File: src/rtl/uart_boot_loader.sv
// uart_boot_loader
//   Receives a framed program image over an 8N1 UART line and writes it,
//   one 32-bit little-endian word at a time, into the instruction ROM.
//   The core stays in reset until a complete image with a matching
//   checksum has been written.
//
//   Frame: 0xA5, N[7:0], N[15:8], N*4 data bytes, CHK (XOR of data bytes).
//
// Ports
//   clk        system clock
//   reset      asynchronous active-low reset
//   rx         UART serial input (idle high, LSB first)
//   wr_en      one-cycle ROM write strobe
//   wr_addr    ROM word address
//   wr_data    ROM write data
//   core_hold  1 = keep the core in reset
//   boot_done  sticky, a valid image has been loaded
//   boot_err   the last frame failed (framing, length or checksum)
module uart_boot_loader #(
  parameter int CLKS_PER_BIT = 434,
  parameter int ADDR_W       = 10
) (
  input  logic              clk,
  input  logic              reset,
  input  logic              rx,
  output logic              wr_en,
  output logic [ADDR_W-1:0] wr_addr,
  output logic [31:0]       wr_data,
  output logic              core_hold,
  output logic              boot_done,
  output logic              boot_err
);

  localparam int CW = $clog2(CLKS_PER_BIT);
  localparam logic [CW-1:0] FULL_M1 = CW'(CLKS_PER_BIT - 1);
  localparam logic [CW-1:0] HALF_M1 = CW'(CLKS_PER_BIT / 2 - 1);
  // Largest legal word count (ROM capacity), widened so 2^16 cannot overflow.
  localparam logic [16:0] CAP = 17'(2 ** ADDR_W);

  // ---------------- bit-level receiver ----------------
  typedef enum logic [1:0] {B_IDLE, B_START, B_DATA, B_STOP} bit_state_t;

  bit_state_t    bstate;
  logic          rx_meta, rx_sync, rx_prev;
  logic [CW-1:0] cnt;
  logic [2:0]    bit_idx;
  logic [7:0]    shreg;
  logic          byte_valid;
  logic          frame_err;

  always_ff @(posedge clk or negedge reset) begin
    if (!reset) begin
      rx_meta    <= 1'b1;
      rx_sync    <= 1'b1;
      rx_prev    <= 1'b1;
      bstate     <= B_IDLE;
      cnt        <= '0;
      bit_idx    <= '0;
      shreg      <= '0;
      byte_valid <= 1'b0;
      frame_err  <= 1'b0;
    end else begin
      rx_meta    <= rx;
      rx_sync    <= rx_meta;
      rx_prev    <= rx_sync;
      byte_valid <= 1'b0;
      frame_err  <= 1'b0;
      case (bstate)
        B_IDLE: begin
          if (rx_prev && !rx_sync) begin
            bstate <= B_START;
            cnt    <= '0;
          end
        end
        B_START: begin
          // Mid-bit check of the start bit; a high level here was a glitch.
          if (cnt == HALF_M1) begin
            cnt     <= '0;
            bit_idx <= '0;
            bstate  <= rx_sync ? B_IDLE : B_DATA;
          end else begin
            cnt <= cnt + 1'b1;
          end
        end
        B_DATA: begin
          if (cnt == FULL_M1) begin
            cnt   <= '0;
            shreg <= {rx_sync, shreg[7:1]};
            if (bit_idx == 3'd7) bstate <= B_STOP;
            else                 bit_idx <= bit_idx + 1'b1;
          end else begin
            cnt <= cnt + 1'b1;
          end
        end
        B_STOP: begin
          // Back to idle right after the stop sample so a following start
          // edge that arrives early in the stop period is still caught.
          if (cnt == FULL_M1) begin
            cnt    <= '0;
            bstate <= B_IDLE;
            if (rx_sync) byte_valid <= 1'b1;
            else         frame_err  <= 1'b1;
          end else begin
            cnt <= cnt + 1'b1;
          end
        end
        default: bstate <= B_IDLE;
      endcase
    end
  end

  // ---------------- frame protocol ----------------
  typedef enum logic [2:0] {
    P_WAIT_SYNC, P_LEN_LO, P_LEN_HI, P_DATA, P_CHECK, P_DONE
  } proto_state_t;

  proto_state_t pstate;
  logic [7:0]   len_lo;
  logic [15:0]  n_words;
  logic [15:0]  word_cnt;
  logic [1:0]   byte_idx;
  logic [7:0]   chk;
  logic [15:0]  len_word;

  assign len_word = {shreg, len_lo};

  always_ff @(posedge clk or negedge reset) begin
    if (!reset) begin
      pstate    <= P_WAIT_SYNC;
      len_lo    <= '0;
      n_words   <= '0;
      word_cnt  <= '0;
      byte_idx  <= '0;
      chk       <= '0;
      wr_en     <= 1'b0;
      wr_addr   <= '0;
      wr_data   <= '0;
      core_hold <= 1'b1;
      boot_done <= 1'b0;
      boot_err  <= 1'b0;
    end else begin
      wr_en <= 1'b0;
      // Address advances the cycle after the strobe so it is stable during it.
      if (wr_en) wr_addr <= wr_addr + 1'b1;
      case (pstate)
        P_WAIT_SYNC: begin
          if (byte_valid && shreg == 8'hA5) begin
            pstate   <= P_LEN_LO;
            boot_err <= 1'b0;
            chk      <= '0;
            wr_addr  <= '0;
          end
        end
        P_LEN_LO: begin
          if (byte_valid) begin
            len_lo <= shreg;
            pstate <= P_LEN_HI;
          end
        end
        P_LEN_HI: begin
          if (byte_valid) begin
            n_words  <= len_word;
            word_cnt <= '0;
            byte_idx <= '0;
            if ({1'b0, len_word} > CAP) begin
              boot_err <= 1'b1;
              pstate   <= P_WAIT_SYNC;
            end else if (len_word == 16'd0) begin
              pstate <= P_CHECK;
            end else begin
              pstate <= P_DATA;
            end
          end
        end
        P_DATA: begin
          if (byte_valid) begin
            wr_data[{byte_idx, 3'b000} +: 8] <= shreg;
            chk      <= chk ^ shreg;
            byte_idx <= byte_idx + 1'b1;
            if (byte_idx == 2'd3) begin
              wr_en    <= 1'b1;
              word_cnt <= word_cnt + 1'b1;
            end
          end else if (wr_en && word_cnt == n_words) begin
            // Leave only after the final strobe so wr_en never shows outside DATA.
            pstate <= P_CHECK;
          end
        end
        P_CHECK: begin
          if (byte_valid) begin
            if (shreg == chk) begin
              boot_done <= 1'b1;
              core_hold <= 1'b0;
              pstate    <= P_DONE;
            end else begin
              boot_err <= 1'b1;
              pstate   <= P_WAIT_SYNC;
            end
          end
        end
        P_DONE:  ;
        default: pstate <= P_WAIT_SYNC;
      endcase
      // A broken byte aborts any frame in progress.
      if (frame_err && pstate != P_WAIT_SYNC && pstate != P_DONE) begin
        boot_err <= 1'b1;
        pstate   <= P_WAIT_SYNC;
      end
    end
  end

endmodule

File: config.mk
export PLATFORM = sky130hd
export DESIGN_NAME = uart_boot_loader
export DESIGN_NICKNAME = d
export VERILOG_FILES = /design/src/rtl/uart_boot_loader.sv
export SDC_FILE = /design/constraint.sdc
export NUM_CORES = 1
export LEC_CHECK = 0
export ABC_AREA = 0
export CORE_ASPECT_RATIO = 0.75
export CORE_MARGIN = 1.5
export CORE_UTILIZATION = 55
export DETAILED_ROUTE_END_ITERATION = 12
export PLACE_DENSITY = 0.77
export RECOVER_POWER = 50
export SYNTH_ARGS = -nofsm -noshare
export SYNTH_HDL_FRONTEND = slang
export SYNTH_SLANG_ARGS = --single-unit
export TNS_END_PERCENT = 10
File: constraint.sdc
create_clock -name clk -period 2.7 [get_ports clk]
set_input_delay 0.27 -clock clk [delete_from_list [all_inputs] [get_ports clk]]
set_output_delay 0.27 -clock clk [all_outputs]
set_load 0.1 [all_outputs]
==> impl_metrics.tcl, run 1 <==
# collected from the flow reports
set metrics [dict create \
    max-cap-violations 0 \
    nets 673 \
    yosys-top-cells-count "122 x sky130_fd_sc_hd__dfrtp_1, 103 x sky130_fd_sc_hd__nand2_1, 70 x sky130_fd_sc_hd__o21ai_0" \
    chip_area_mm2 0.0117 \
    drc 0 \
    setup_viol 0 \
    period_minus_slack_ps 2330 \
    timing_worst_setup_path_type "flip-flop to flip-flop" \
    postcts_resize_cnt 0 \
    route.detailed.wl_per_inst_um 16.8 \
    nFillCells 808 \
    power.static_leakage_nw 3.37 \
    area.combinational_mm2 0.00272 \
    grt_pass1_wl_um 22600 \
    numPortBuffers 48 \
    cts_max_level 4 \
    globalRoute.totalOverflow 0 \
    gate_count_post_synth 599 \
    yosysUniqueCellTypes 59 \
    outcome "complete, no violations" \
]
run 1: through the flow:
stage,hold slack [ps],utilization,total power [W],setup slack [ps],cells
after floorplan,-25.6,-,0.00230,486,599
after global placement,326,0.632,0.00239,496,773
after detailed placement,349,0.632,0.00243,363,773
after CTS,256,0.688,0.00467,386,805
after global routing,365,0.680,0.00484,140,805
final,362,0.680,0.00465,366,805
run 1: layer usage:
metal,track usage,wire length (µm),up-vias
met4,0.0767,136,0
met1,0.354,6120,2278
met2,0.400,6560,115
met5,0,0,-
met3,0.0704,747,12
li1,-,-,2176
run 1: worst paths after layout:
check	start	endpoint	slack [ps]	depth (start not counted)
max	cnt[1]	shreg[2]	370	7
min	rx_meta	rx_sync	360	0
max reg2reg	cnt[1]	shreg[2]	370	7
min reg2reg	rx_meta	rx_sync	360	0
max in group asynchronous	reset	len_lo[4]	820	3
min in group asynchronous	reset	wr_data[26]	660	2
run 1: logic make-up (layout without fill, tap and decap cells):
group | after synthesis | in the layout | share of synthesized area
xor gates and xnor gates | 49 | 49 | 0.0709
muxes | 35 | 35 | 0.0647
DFF | 126 | 126 | 0.522
buffers and inverters | 41 | 111 | 0.0287
AOI/OAI and AO/OA | 107 | 107 | 0.105
adders and majority gates | 13 | 13 | 0.0269
and+or+nand+nor | 228 | 228 | 0.182
run 1: final cells by class:
cell class	count	share of cell area
sequential	126	0.443
multi-input combinational	432	0.381
clock buffer	21	0.0660
timing repair buffer	69	0.0641
tap	136	0.0239
clock inverter	10	0.0160
inverter	11	0.00579
run 1: power breakdown:
| part | total, W | switching, W | leakage [nW] | internal [W] |
|---|---|---|---|---|
| clock network | 0.00226 | 0.000836 | 0.289 | 0.00142 |
| registers | 0.00208 | 0.000113 | 1.72 | 0.00197 |
| logic | 0.000311 | 0.000181 | 1.35 | 0.000130 |
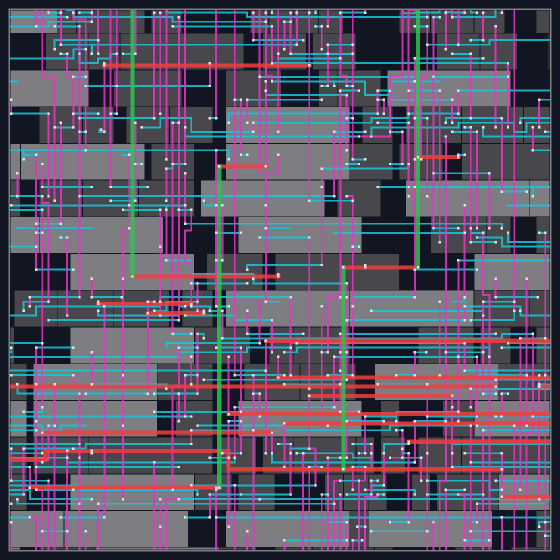
(run_1/closeup.png)
Region (42, 27) to (82, 67) µm. Cells in grey, sequential cells in the stronger grey; small squares are vias.
| colour | layer |
|---|---|
| red | M3 |
| green | M4 |
| magenta | M2 |
| cyan | M1 |
netlist names of flops here include: n_words (10), len_lo (5), shreg (4)
sequential cells in the window: 23
cells with their middle in the window: 100
most frequent: dfrtp_1 (23), mux2_2 (16), xnor2_1 (8)

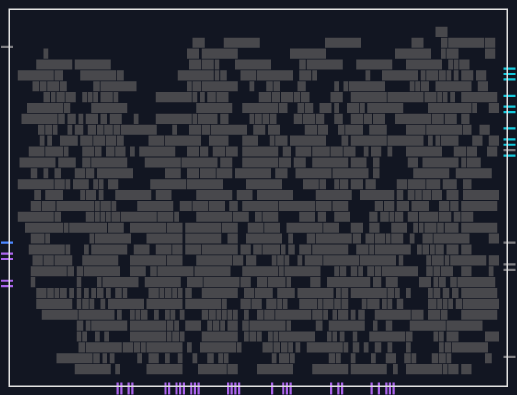
(run_1/pinout.png)
Drawn at 4 px/µm. Pins as bars across the die edge, other pins in grey.
| colour | port | pins | direction | edge |
|---|---|---|---|---|
| cyan | wr_addr | 10 | output | right |
| blue | rx | 1 | input | left |
| purple | wr_data | 32 | output | 28 bottom, 4 left |

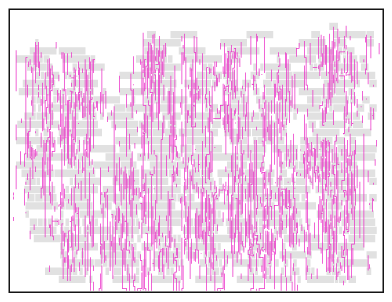
(run_1/m2.png)
Drawn at 3 px/µm.
main direction: vertical
nets with wire on the layer: 566

--- run 2 (diff from run 1) ---
--- a/config.mk
+++ b/config.mk
@@ -6,7 +6,7 @@
 export NUM_CORES = 1
 export LEC_CHECK = 0
 export ABC_AREA = 0
-export CORE_ASPECT_RATIO = 0.75
+export CORE_ASPECT_RATIO = 0.7
 export CORE_MARGIN = 1.5
 export CORE_UTILIZATION = 55
 export DETAILED_ROUTE_END_ITERATION = 12
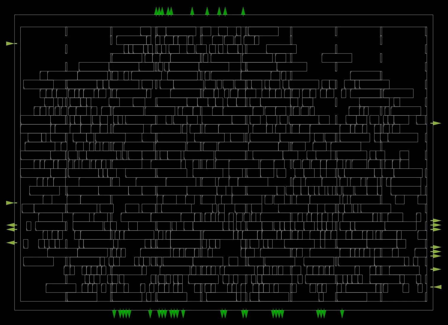
(run_2/placed.png)
Placeable Area: 0.0105 mm²
Fillers: 819
Post-Route Utilization: 0.668
non-filler cells, final: 814

==> impl_metrics.tcl, run 2 <==
# collected from the flow reports
set metrics [dict create \
    outcome "complete, but fails checks" \
    violated_checks "capacitance limit, slew limit" \
    worst-path-stages 5 \
    yosysUniqueCellTypes 59 \
    final_layout_top_logic_cell "sky130_fd_sc_hd__dfrtp_1" \
    numPortBuffers 48 \
    area_after_detailed_placement_mm2 0.00661 \
    setup.worst_path.end "word_cnt[13]" \
    route.detailed.wl_per_inst_um 16.5 \
    drc 0 \
    timing.final.max_slew_violations 61 \
    cp.arrival_ps 2660 \
    grt_pass1_wl_um 22200 \
    timing.rr.end "word_cnt[13]" \
    cts_max_level 4 \
    worst-path-max-fanout 17 \
    worst_r2r_path_cells 5 \
    worstSetupStartpoint "pstate[2]" \
    setup_viol 0 \
    largest_register_ffs 32 \
    yosys-stat-area_mm2 0.00605 \
    synth-edff-count 0 \
    globalRoute.totalOverflow 0 \
    timing_worst_setup_path_type "flip-flop to flip-flop" \
    period_minus_slack_ps 2320 \
    power_w 0.00452 \
    whs_ps 363 \
    numPlacedInstances 781 \
    r2r_start "pstate[2]" \
    chip_area_mm2 0.0117 \
    max_stage_delay_ps 600 \
    power.density_cell_area_mw_per_mm2 644 \
    detail-route-antenna-nets 0 \
    yosys-top-cells-count "122 x sky130_fd_sc_hd__dfrtp_1, 103 x sky130_fd_sc_hd__nand2_1, 70 x sky130_fd_sc_hd__o21ai_0" \
    power.static_leakage_nw 3.25 \
    io-pin-count 49 \
    layout_top_cells "122 x sky130_fd_sc_hd__dfrtp_1, 103 x sky130_fd_sc_hd__nand2_1, 70 x sky130_fd_sc_hd__o21ai_0, 48 x sky130_fd_sc_hd__nor2_1, 38 x sky130_fd_sc_hd__clkbuf_1" \
    nets 669 \
    ff2ff_setup_slack_ps 380 \
    ys.warnings.count 0 \
    grt_use_total 0.246 \
    gate_count_post_synth 599 \
    diodes 0 \
    max-cap-violations 1 \
    fin_skew_ps 9.81 \
]
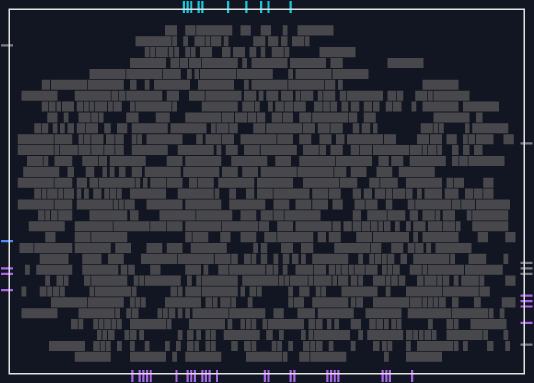
(run_2/pinout.png)
Drawn at 4 px/µm. Pins as bars across the die edge, other pins in grey.
| colour | port | pins | direction | edge |
|---|---|---|---|---|
| purple | wr_data | 32 | output | 25 bottom, 4 right, 3 left |
| blue | rx | 1 | input | left |
| cyan | wr_addr | 10 | output | top |
all pins by edge: 25 bottom, 10 top, 9 right, 5 left

[run 2: logic make-up after synthesis]
group           after synthesis  share of synthesized area
flops                       126                      0.522
xor+xnor                     49                     0.0709
simple gates                228                      0.182
compound gates              107                      0.105
fa+ha+maj                    13                     0.0269
mux                          35                     0.0647
buf+inv                      41                     0.0287
[run 2: layout make-up]
cell class | count | area (µm²) | share of cell area
well taps | 148 | 185 | 0.0264
flip-flops and latches | 126 | 3160 | 0.450
clock inverters | 13 | 116 | 0.0166
repair buffers | 65 | 362 | 0.0515
clock buffers | 19 | 443 | 0.0631
inverters | 11 | 41.3 | 0.00588
multi-input cells | 432 | 2720 | 0.387
[run 2: worst min-delay path by stage]
stage                                            end  slack, ps  cells past startpoint     from
after floorplan           asynchronous set/reset pin        -30                      0    reset
after global placement                       rx_sync        350                      0  rx_meta
after detailed placement                     rx_sync        350                      0  rx_meta
after CTS                                    rx_meta        240                      1       rx
after global routing                         rx_sync        370                      0  rx_meta
final                                        rx_sync        360                      0  rx_meta
[run 2: power breakdown]
part | internal [W] | switching [W] | total, W
Clock | 0.00129 | 0.000845 | 0.00213
Sequential | 0.00197 | 0.000112 | 0.00208
Combinational | 0.000128 | 0.000178 | 0.000306
[run 2: stage by stage]
stage                     worst slack, ps  utilization
after floorplan                       486            -
after global placement                497        0.629
after detailed placement              411        0.629
after CTS                             396        0.683
after global routing                  149        0.668
final                                 382        0.668
[run 2: repair_timing]
item	4_1_cts	5_1_grt
hold buffers	1	0
hold endpoints to repair	57	0
gates resized	0	0
buffers inserted	0	0
[run 2: routing by layer]
layer | vias up | part of all wire | global-route usage
li1 | 2167 | - | -
met1 | 2279 | 0.48 | 0.366
met2 | 150 | 0.44 | 0.356
met3 | 15 | 0.069 | 0.0711
met4 | 0 | 0.0080 | 0.0590
met5 | - | 0 | 0
--- run 3 (diff from run 2) ---
--- a/config.mk
+++ b/config.mk
@@ -10,9 +10,10 @@
 export CORE_MARGIN = 1.5
 export CORE_UTILIZATION = 55
 export DETAILED_ROUTE_END_ITERATION = 12
+export HOLD_SLACK_MARGIN = 0.08
 export PLACE_DENSITY = 0.77
 export RECOVER_POWER = 50
 export SYNTH_ARGS = -nofsm -noshare
 export SYNTH_HDL_FRONTEND = slang
 export SYNTH_SLANG_ARGS = --single-unit
-export TNS_END_PERCENT = 10
+export TNS_END_PERCENT = 100
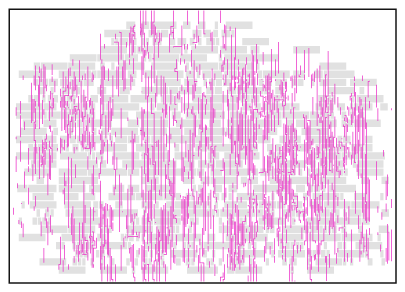
(run_3/m2.png)
Drawn at 3 px/µm.
main direction: vertical
longest straight run: 35.0 µm
wire length on this layer: 5,960 µm
nets with wire on the layer: 553
share of all routed wire: 44%

==> impl_metrics.tcl, run 3 <==
# collected from the flow reports
set metrics [dict create \
    outcome "complete, but fails checks" \
    violated_checks "capacitance limit, slew limit" \
    yosys-stat-area_mm2 0.00605 \
    io-pin-count 49 \
    post-route-util 0.668 \
    grt_pass1_wl_um 22200 \
    setup_viol 0 \
    nFillCells 819 \
    fin_skew_ps 9.81 \
    power.static_leakage_nw 3.25 \
    timing_worst_setup_path_type "flip-flop to flip-flop" \
    whs_ps 363 \
    timing.final.max_slew_violations 61 \
    hold_path_startpoint "rx_meta" \
    design.core.area_mm2 0.0105 \
    maxUsedRoutingLayer "met4" \
    period_minus_slack_ps 2320 \
    most_utilized_layer_in_the_global_route_result "met1" \
    met1_demand_to_capacity_share_in_global_routing 0.366 \
    met3_wirelength_um 919 \
    max_stage_delay_ps 600 \
    synth-edff-count 0 \
    wirelength_met1_um 6430 \
    globalRoute.totalOverflow 0 \
    post_cts_hold_buffer_count 1 \
    hold_end "rx_sync" \
    cp.arrival_ps 2660 \
    grt_use_met2 0.356 \
    power_w 0.00452 \
    layout_top_cells "122 x sky130_fd_sc_hd__dfrtp_1, 103 x sky130_fd_sc_hd__nand2_1, 70 x sky130_fd_sc_hd__o21ai_0, 48 x sky130_fd_sc_hd__nor2_1, 38 x sky130_fd_sc_hd__clkbuf_1" \
    final-instance-count-excl-fill 814 \
    gr-usage-met3 0.0711 \
    cts_max_level 4 \
    route.detailed.wl_per_inst_um 16.5 \
    met2_length_um 5960 \
    yosys-top-cells-count "122 x sky130_fd_sc_hd__dfrtp_1, 103 x sky130_fd_sc_hd__nand2_1, 70 x sky130_fd_sc_hd__o21ai_0" \
    max-cap-violations 1 \
    drc 0 \
    area.combinational_mm2 0.00272 \
    cts_setup_buffers 0 \
    timing.rr.end "word_cnt[13]" \
    worst-path-stages 5 \
    yosysUniqueCellTypes 59 \
]
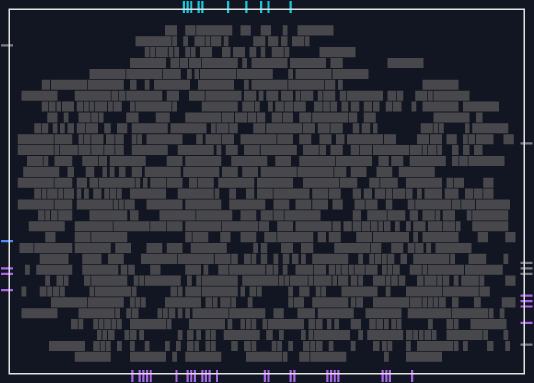
(run_3/pinout.png)
Drawn at 4 px/µm. Pins as bars across the die edge, other pins in grey.
| colour | port | pins | direction | edge |
|---|---|---|---|---|
| blue | rx | 1 | input | left |
| cyan | wr_addr | 10 | output | top |
| purple | wr_data | 32 | output | 25 bottom, 4 right, 3 left |

## run 3: cell counts in the layout (fill, tap and decap cells not counted)
No cell type changed its count.
## run 3: worst max-delay path by stage
stage | slack [ps] | to | startpoint
6_report | 380 | word_cnt[13] | pstate[2]
5_1_grt | 150 | cnt[6] | cnt[1]
4_1_cts | 400 | cnt[6] | cnt[1]
3_5_place_dp | 410 | cnt[7] | cnt[1]
3_3_place_gp | 500 | bstate[0] | cnt[1]
2_1_floorplan | 490 | wr_addr[9] | wr_en
## run 3: layout make-up
class	count	share of cell area
Tap cell	148	0.0264
Multi-Input combinational cell	432	0.387
Timing Repair Buffer	65	0.0515
Clock buffer	19	0.0631
Clock inverter	13	0.0166
Inverter	11	0.00588
Sequential cell	126	0.450
## run 3: metrics by stage
step	area, µm²	worst slack (ps)
global placement	6610	497
global route	7020	149
floorplan	6050	486
CTS	7180	396
finish	7020	382
detailed placement	6610	411
## run 3: cells by family (layout without fill, tap and decap cells)
kind of cell / after synthesis / after routing / share of synthesized area
AND/OR/NAND/NOR: 228 / 228 / 0.182
flip-flops: 126 / 126 / 0.522
AND-OR/OR-AND: 107 / 107 / 0.105
XOR/XNOR: 49 / 49 / 0.0709
buffers and inverters: 41 / 108 / 0.0287
multiplexers: 35 / 35 / 0.0647
adder cells (fa/ha/maj): 13 / 13 / 0.0269
## run 3: power breakdown
| part | switching [W] | total (W) | internal [W] |
|---|---|---|---|
| Sequential | 0.000112 | 0.00208 | 0.00197 |
| Clock | 0.000845 | 0.00213 | 0.00129 |
| Combinational | 0.000178 | 0.000306 | 0.000128 |
| Total | 0.00113 | 0.00452 | 0.00339 |
Power is estimated from default activity; no workload was simulated.
